===== config.mk =====
export PLATFORM = sky130hd
export DESIGN_NAME = keypad_scan_ctrl
export DESIGN_NICKNAME = d
export VERILOG_FILES = /design/src/rtl/keypad_scan_ctrl.sv
export SDC_FILE = /design/constraint.sdc
export NUM_CORES = 1
export LEC_CHECK = 0
export CAP_MARGIN = 40
export CORE_MARGIN = 2
export CORE_UTILIZATION = 35
export DETAILED_ROUTE_END_ITERATION = 10
export PLACE_DENSITY = 0.55
export REMOVE_ABC_BUFFERS = 1
export SLEW_MARGIN = 0
export SYNTH_ARGS = -nofsm -noshare
export SYNTH_HDL_FRONTEND = slang
export SYNTH_SLANG_ARGS = --single-unit

===== constraint.sdc =====
create_clock -name clk -period 4.3 [get_ports clk]
set_input_delay 0.43 -clock clk [delete_from_list [all_inputs] [get_ports clk]]
set_output_delay 0.43 -clock clk [all_outputs]
set_load 0.005 [all_outputs]

===== src/rtl/keypad_scan_ctrl.sv =====
// 4x4 matrix keypad scanner: column strobe rotation, 2-FF row synchroniser,
// full-scan classification, press/release debounce FSM and a small
// key-event FIFO with a valid/ready pop port.
module keypad_scan_ctrl #(
   parameter int SCAN_DIV       = 65536,
   parameter int DEBOUNCE_SCANS = 3,
   parameter int FIFO_DEPTH     = 4
) (
   input  logic       clk,
   input  logic       rst,
   input  logic [3:0] fila,
   output logic [3:0] col,
   output logic       key_valid,
   output logic [3:0] key_code,
   input  logic       key_ready,
   output logic       any_pressed,
   output logic       overflow
);
   localparam int DW = (SCAN_DIV > 1) ? $clog2(SCAN_DIV) : 1;
   localparam int CW = $clog2(DEBOUNCE_SCANS + 1);
   localparam int AW = (FIFO_DEPTH > 1) ? $clog2(FIFO_DEPTH) : 1;

   typedef enum logic [1:0] {IDLE, DEBOUNCE, HELD, RELEASE} state_t;

   logic [3:0]    fila_m, fila_s;
   logic [DW-1:0] divider;
   logic [1:0]    col_idx;
   logic [1:0]    acc_cnt;
   logic [3:0]    acc_code;
   logic [2:0]    pc, tot;
   logic [1:0]    row_enc;
   logic [3:0]    one_code;
   logic          tick, scan_end, res_one, res_none;
   state_t        state;
   logic [3:0]    cand;
   logic [CW-1:0] cnt;
   logic          push_req, pop, full, do_push;
   logic [3:0]    mem [FIFO_DEPTH];
   logic [AW-1:0] wr_ptr, rd_ptr;
   logic [AW:0]   count;
   logic [3:0]    last_code;

   // two-stage synchroniser on the asynchronous row inputs
   always_ff @(posedge clk) begin
      if (rst) begin
         fila_m <= '0;
         fila_s <= '0;
      end else begin
         fila_m <= fila;
         fila_s <= fila_m;
      end
   end

   assign tick     = (divider == DW'(SCAN_DIV - 1));
   assign scan_end = tick && (col_idx == 2'd3);

   // divider and one-hot column rotation
   always_ff @(posedge clk) begin
      if (rst) begin
         divider <= '0;
         col     <= 4'b0001;
         col_idx <= 2'd0;
      end else if (tick) begin
         divider <= '0;
         col     <= {col[2:0], col[3]};
         col_idx <= col_idx + 2'd1;
      end else begin
         divider <= divider + DW'(1);
      end
   end

   // classify the current column sample and merge it with the running scan
   always_comb begin
      pc      = 3'd0;
      row_enc = 2'd0;
      for (int r = 0; r < 4; r++) begin
         pc = pc + {2'b00, fila_s[r]};
         if (fila_s[r]) row_enc = 2'(r);
      end
      tot      = {1'b0, acc_cnt} + pc;
      res_none = (tot == 3'd0);
      res_one  = (tot == 3'd1);
      one_code = (pc == 3'd1) ? {col_idx, row_enc} : acc_code;
   end

   // per-scan hit accumulator; count saturates at 2 (anything >1 is MULTI)
   always_ff @(posedge clk) begin
      if (rst || scan_end) begin
         acc_cnt  <= 2'd0;
         acc_code <= 4'd0;
      end else if (tick) begin
         acc_cnt  <= (tot > 3'd2) ? 2'd2 : tot[1:0];
         acc_code <= one_code;
      end
   end

   // an event is produced on the scan that completes the press debounce
   always_comb begin
      push_req = 1'b0;
      if (scan_end && res_one) begin
         if (state == IDLE && DEBOUNCE_SCANS == 1) push_req = 1'b1;
         if (state == DEBOUNCE && one_code == cand &&
             (cnt + CW'(1)) == CW'(DEBOUNCE_SCANS)) push_req = 1'b1;
      end
   end

   // debounce FSM, advanced once per full scan
   always_ff @(posedge clk) begin
      if (rst) begin
         state       <= IDLE;
         cand        <= 4'd0;
         cnt         <= '0;
         any_pressed <= 1'b0;
      end else begin
         any_pressed <= (state == HELD) || (state == RELEASE);
         if (scan_end) begin
            case (state)
               IDLE: if (res_one) begin
                  cand  <= one_code;
                  cnt   <= CW'(1);
                  state <= (DEBOUNCE_SCANS == 1) ? HELD : DEBOUNCE;
               end
               DEBOUNCE: if (res_one && one_code == cand) begin
                  cnt <= cnt + CW'(1);
                  if ((cnt + CW'(1)) == CW'(DEBOUNCE_SCANS)) state <= HELD;
               end else if (res_one) begin
                  cand <= one_code;
                  cnt  <= CW'(1);
               end else begin
                  state <= IDLE;
               end
               HELD: if (res_none) begin
                  cnt   <= CW'(1);
                  state <= (DEBOUNCE_SCANS == 1) ? IDLE : RELEASE;
               end
               RELEASE: if (res_none) begin
                  cnt <= cnt + CW'(1);
                  if ((cnt + CW'(1)) == CW'(DEBOUNCE_SCANS)) state <= IDLE;
               end else begin
                  state <= HELD;
               end
               default: state <= IDLE;
            endcase
         end
      end
   end

   assign key_valid = (count != '0);
   assign full      = (count == (AW+1)'(FIFO_DEPTH));
   assign pop       = key_valid && key_ready;
   assign do_push   = push_req && (!full || pop);
   assign key_code  = key_valid ? mem[rd_ptr] : last_code;

   // FIFO storage; contents need no reset since count gates visibility
   always_ff @(posedge clk) begin
      if (do_push) mem[wr_ptr] <= one_code;
   end

   // FIFO pointers, occupancy, last-popped head and sticky overflow
   always_ff @(posedge clk) begin
      if (rst) begin
         wr_ptr    <= '0;
         rd_ptr    <= '0;
         count     <= '0;
         last_code <= 4'd0;
         overflow  <= 1'b0;
      end else begin
         if (pop) begin
            rd_ptr    <= rd_ptr + AW'(1);
            last_code <= mem[rd_ptr];
         end
         if (do_push) wr_ptr <= wr_ptr + AW'(1);
         if (push_req && full && !pop) overflow <= 1'b1;
         count <= count + (AW+1)'(do_push) - (AW+1)'(pop);
      end
   end

endmodule


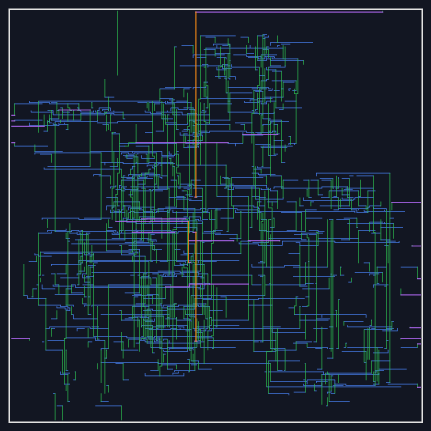
(images/wires.png)
(4 px per µm)
- metal 3: purple (wire length 206 µm)
- metal 2: green (wire length 2,980 µm)
- metal 4: orange (wire length 83.6 µm)
- metal 1: blue (wire length 3,150 µm)

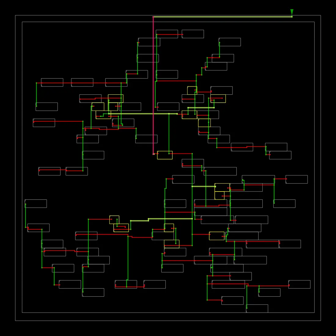
(images/clocks.png)
worst skew pair latency: 0.35 ns
count of flip-flops and latches: 75
power drawn by the clock network: 0.524 mW
number of buffers inserted during clock tree synthesis: 9

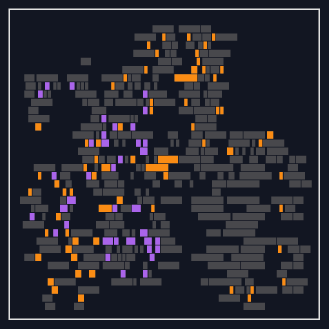
(images/logic_types.png)
(3 px per µm)
- nor cells: orange (cells 66; most used nor2_1; where widely spread)
- aoi and oai cells: purple (cells 37; most used a21oi_1)

==> run notes <==
Results of an implementation run.

The switching part of the total power is 0.2632. Detailed placement finished with a half-perimeter wire length of approximately 4.6 mm. The startpoint identified for the worst register-to-register timing path is fila_s[3]. After floorplanning, the die was sized to cover 10,580 µm². Per the STA report, the cell with the highest stage delay on the worst path is fa_1. The most common logic cell in the routed design is dfxtp_1. The part of the power in registers is 0.547. Hold-check failures listed in the final report amount to 0. The chip area estimate from yosys synthesis is 3421 µm². For this run the aggregate overflow at the end of global routing stands at 0. Summing all non-filler instances in the final layout gives an area of 3939 µm².

The delay of the slowest critical-path stage is 0.46 ns. Pins over their slew limit in the final report were tallied at 0. The number of DRC markers after the initial detailed-route iteration is about 82. Per the synthesis report, the number of distinct cell types is 51.

The transition time at the pin with the least slew margin is 0.7619 ns. The floorplan step records an initial core utilization of 0.3549. Of the total synthesized cell area, the portion taken by AND-OR and OR-AND cells is 0.08522.

Across all stage logs, warnings added up to 28. The post-synthesis area per instance is a little over 10 µm². For this run, the number of standard cells in the final layout without fillers is approximately 500.

The proportion of layout cells with a drive suffix above 1 is 0.1181. The startpoint type of the worst setup path is a flip-flop. According to the timing report, the critical path is captured at count[1].

The script logs the mean routed wire length per placed instance as 12.90 µm. The total instance count after detailed placement is approximately 480. The first detailed-routing pass ran for 4 iterations. Setup slack on the worst reg-to-reg path comes out at 0.28 ns. The highest clock frequency the design can meet is 0.2490 GHz. The largest registers in the layout are divider: 16 flops, mem: 16 flops. The total area inside the core boundary comes to 9639 µm². The setup-violating endpoint count in the final report is 0. In the synthesized netlist the async set-or-reset flop fraction comes to 0. Measured along the y axis, the die boundary spans 102.9 µm. Before any placement, the netlist area is recorded as 3421 µm². The maximum root-to-sink buffer count is 2.

The area share of and/or/nand/nor cells after synthesis is 0.2209. In this run, post-CTS hold repair placed 0 buffers. The final worst clock skew is 0.01530 ns.

TritonCTS built the clock tree. The arrival time reported for the critical path endpoint is between 4 and 5 ns. In this run the critical path is formed by fa_1, ha_1, ha_1, fa_1, xnor2_2, and4bb_2, nand2_1, or4_4, nor3b_4, ha_1, fa_1, nor2b_1.

The number of max-cap violations is 0. In the hold timing report, the worst path depth is 1. The internal portion of the total power is just under 1 mW. The cell depth of the worst flop-to-flop path is 12. The finished design was reported to have a net count of 381. The OpenROAD report gives the critical path a required time of 4.52 ns.

The initial antenna violation count is 0. The library cell used as clock root buffer is clkbuf_8. The I/O pin total is 18. The critical path contains buffers and inverters numbering 0 combined. The worst setup path is captured at a flip-flop. The antenna diode count is 0.

Detailed routing inserted a total of around 2,400 vias. The final power report lists total power as 1.328 mW. Setup repair after global routing left no endpoint under its margin. The type of the worst setup path is flip-flop to flip-flop. The pre-CTS setup slack is roughly 0.29 ns. Walking the critical path from launch to capture passes 12 cell instances. On the worst setup and hold paths after CTS, the clock-pin slew comes to 0.09 ns.

The cell area reported after detailed placement is 3741 µm². The area fraction in mux cells is 0.06035. The final timing report derives a shortest allowable period of about 4 ns. The hold path startpoint is fila_m[2]. The cell-mix breakdown from Yosys lists the XOR/XNOR area share as 0.05633. The script extracted a total leakage power of 1.435 nW. In this run the number of H-tree levels came out at 3. Final hold analysis gives a worst-case slack of between 0.4 and 0.5 ns. The placement row count is 36.

The maximum fanout encountered on the critical timing path is 6. The count of nets left with antenna violations once routing finished came out at 0. The total wire length is 6.413 mm. Per the gpl log, the routability congestion estimate is 0.8380. The total power density per cell area is 337.2 nW/µm². In this run the critical register-to-register path is captured at count[1]. The synthesized instance count is ~340. The die is 102.9 µm wide. Counting the warning lines in the Yosys log gives 0.

The share of the clock period used by the worst path is 0.9340. The number of buffers inserted to repair setup after CTS is 0. The remaining max-slew budget at the tightest pin is 0.4905. The largest vdd supply drop is 0.0001316 V. Per the cell usage report, the commonest logic cells after layout are dfxtp_1 (59), nor2_1 (39), nand2_1 (33). The number of global-route vias before repair is 2,315. For reference, the critical path is launched at fila_s[3]. The type of the tightest min-delay check is flip-flop to flip-flop. The first-pass GRT wire length is roughly 11 mm. Synthesis inferred 75 register bits.

The share of total power dissipated in combinational logic is 0.059. Of the total power, the clock network draws 0.395. The flow ran to the end, and the final reports show no timing, DRC or antenna violations. For this run, the leading register cell type out of synthesis is dfxtp_1. Overall routing resource usage recorded by global route was 0.1331. The final cell utilization of the core is 0.4086.

For this run, the detailed router reports a per-instance via density of about 4.7. The fraction of the yosys area taken by sequential cells is 0.4857. The CTS log lists the clock sinks for this run as between 70 and 80. Input and output buffers added on the ports amount to 17.

Of the total synthesized cell area, the portion taken by full adders, half adders and majority gates is 0.06145. The family with the most delay on the worst path is adder cells. The DRC violation total left in the routed layout is recorded as 0. Among the non-sequential cells, simple AND/OR/NAND/NOR gates take the most area.

After routing, the total negative slack on setup checks comes to 0 ns. The number of synthesized flops with an enable pin is 16. The least setup slack across all paths after layout is 0.2839 ns. Entering global routing, the biggest net connects 27 pins. The power dissipated by switching net loads is 0.3495 mW. Looking at the hold checks, the worst path lands on fila_s[2]. Compared with the post-synthesis result, the final layout area differs by 15.14%. Yosys stat counts 338 cells in the synthesized netlist.
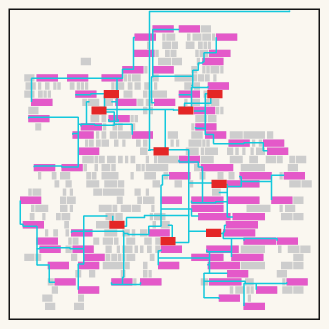
(images/clk_routes.png)
(3 px per µm)
- clock drivers: red (count 9)
- clock wires: cyan (length 987 µm)
- flip-flops: magenta (count 75)
- routed clock nets: 10
- flops lie: widely spread

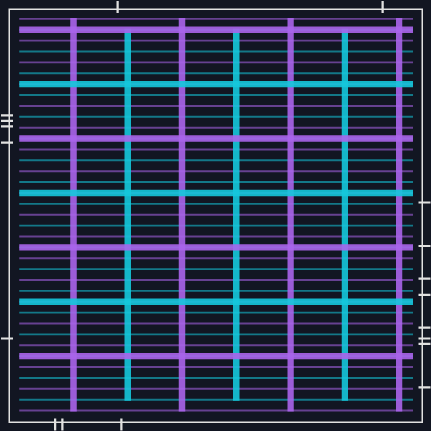
(images/power_grid.png)
(4 px per µm) Pins as bars on the die edge.
- VSS: purple
- VDD: cyan
- rows: 36
- met1 rails: 37
- met4 straps: 7

timing repair:
item | CTS | global route
endpoints found under the setup margin | 0 | 2
hold endpoints to repair | 0 | 0
resized | 0 | 1
power by group through the flow:
stage	Clock [mW]	Sequential [mW]	Combinational, mW
2_1_floorplan	0	0.742	0.0464
3_3_place_gp	0	0.742	0.0769
3_5_place_dp	0	0.742	0.0778
4_1_cts	0.545	0.726	0.0781
5_1_grt	0.580	0.727	0.0868
6_report	0.524	0.726	0.0780
synth_stat cells (2+ instances only):
cell       n  area share
edfxtp_1  16        0.14
o21ai_0    8       0.012
o21a_1     2      0.0044
nand3_1   11       0.016
a21oi_1   20       0.029
xor2_1    10       0.026
mux2i_1    6       0.018
nor2b_1   14       0.026
o211ai_1   3      0.0066
xnor2_1   12       0.031
mux2_2     4       0.013
mux4_2     4       0.026
nor3_1     7       0.010
nor4_4     2       0.012
dfxtp_1   59        0.35
inv_1     16       0.018
nand2_1   33       0.036
nand4_1    3      0.0055
nor2_1    39       0.043
or3_1      3      0.0055
ha_1      12       0.044
and2_1     7       0.013
and3_1     6       0.011
fa_1       3       0.018
nand3_2    2      0.0059
clkbuf_1   9      0.0099
o221a_2    3      0.0099
final cells by class:
| type | instances | area (µm²) |
|---|---|---|
| fill | 979 | 5700 |
| multi-input combinational | 236 | 1664 |
| sequential | 75 | 1662 |
| timing repair buffer | 20 | 192.7 |
| tap | 133 | 166.4 |
| clock buffer | 9 | 123.9 |
| clock inverter | 7 | 66.31 |
| inverter | 17 | 63.81 |
routing by layer:
metal  part of all wire  global-route usage
met5                  0                   0
met2               0.46              0.2066
met4              0.013             0.04656
met3              0.032             0.04475
met1               0.49              0.1744
No activity file was given, so power comes from the tool's default toggle rates.
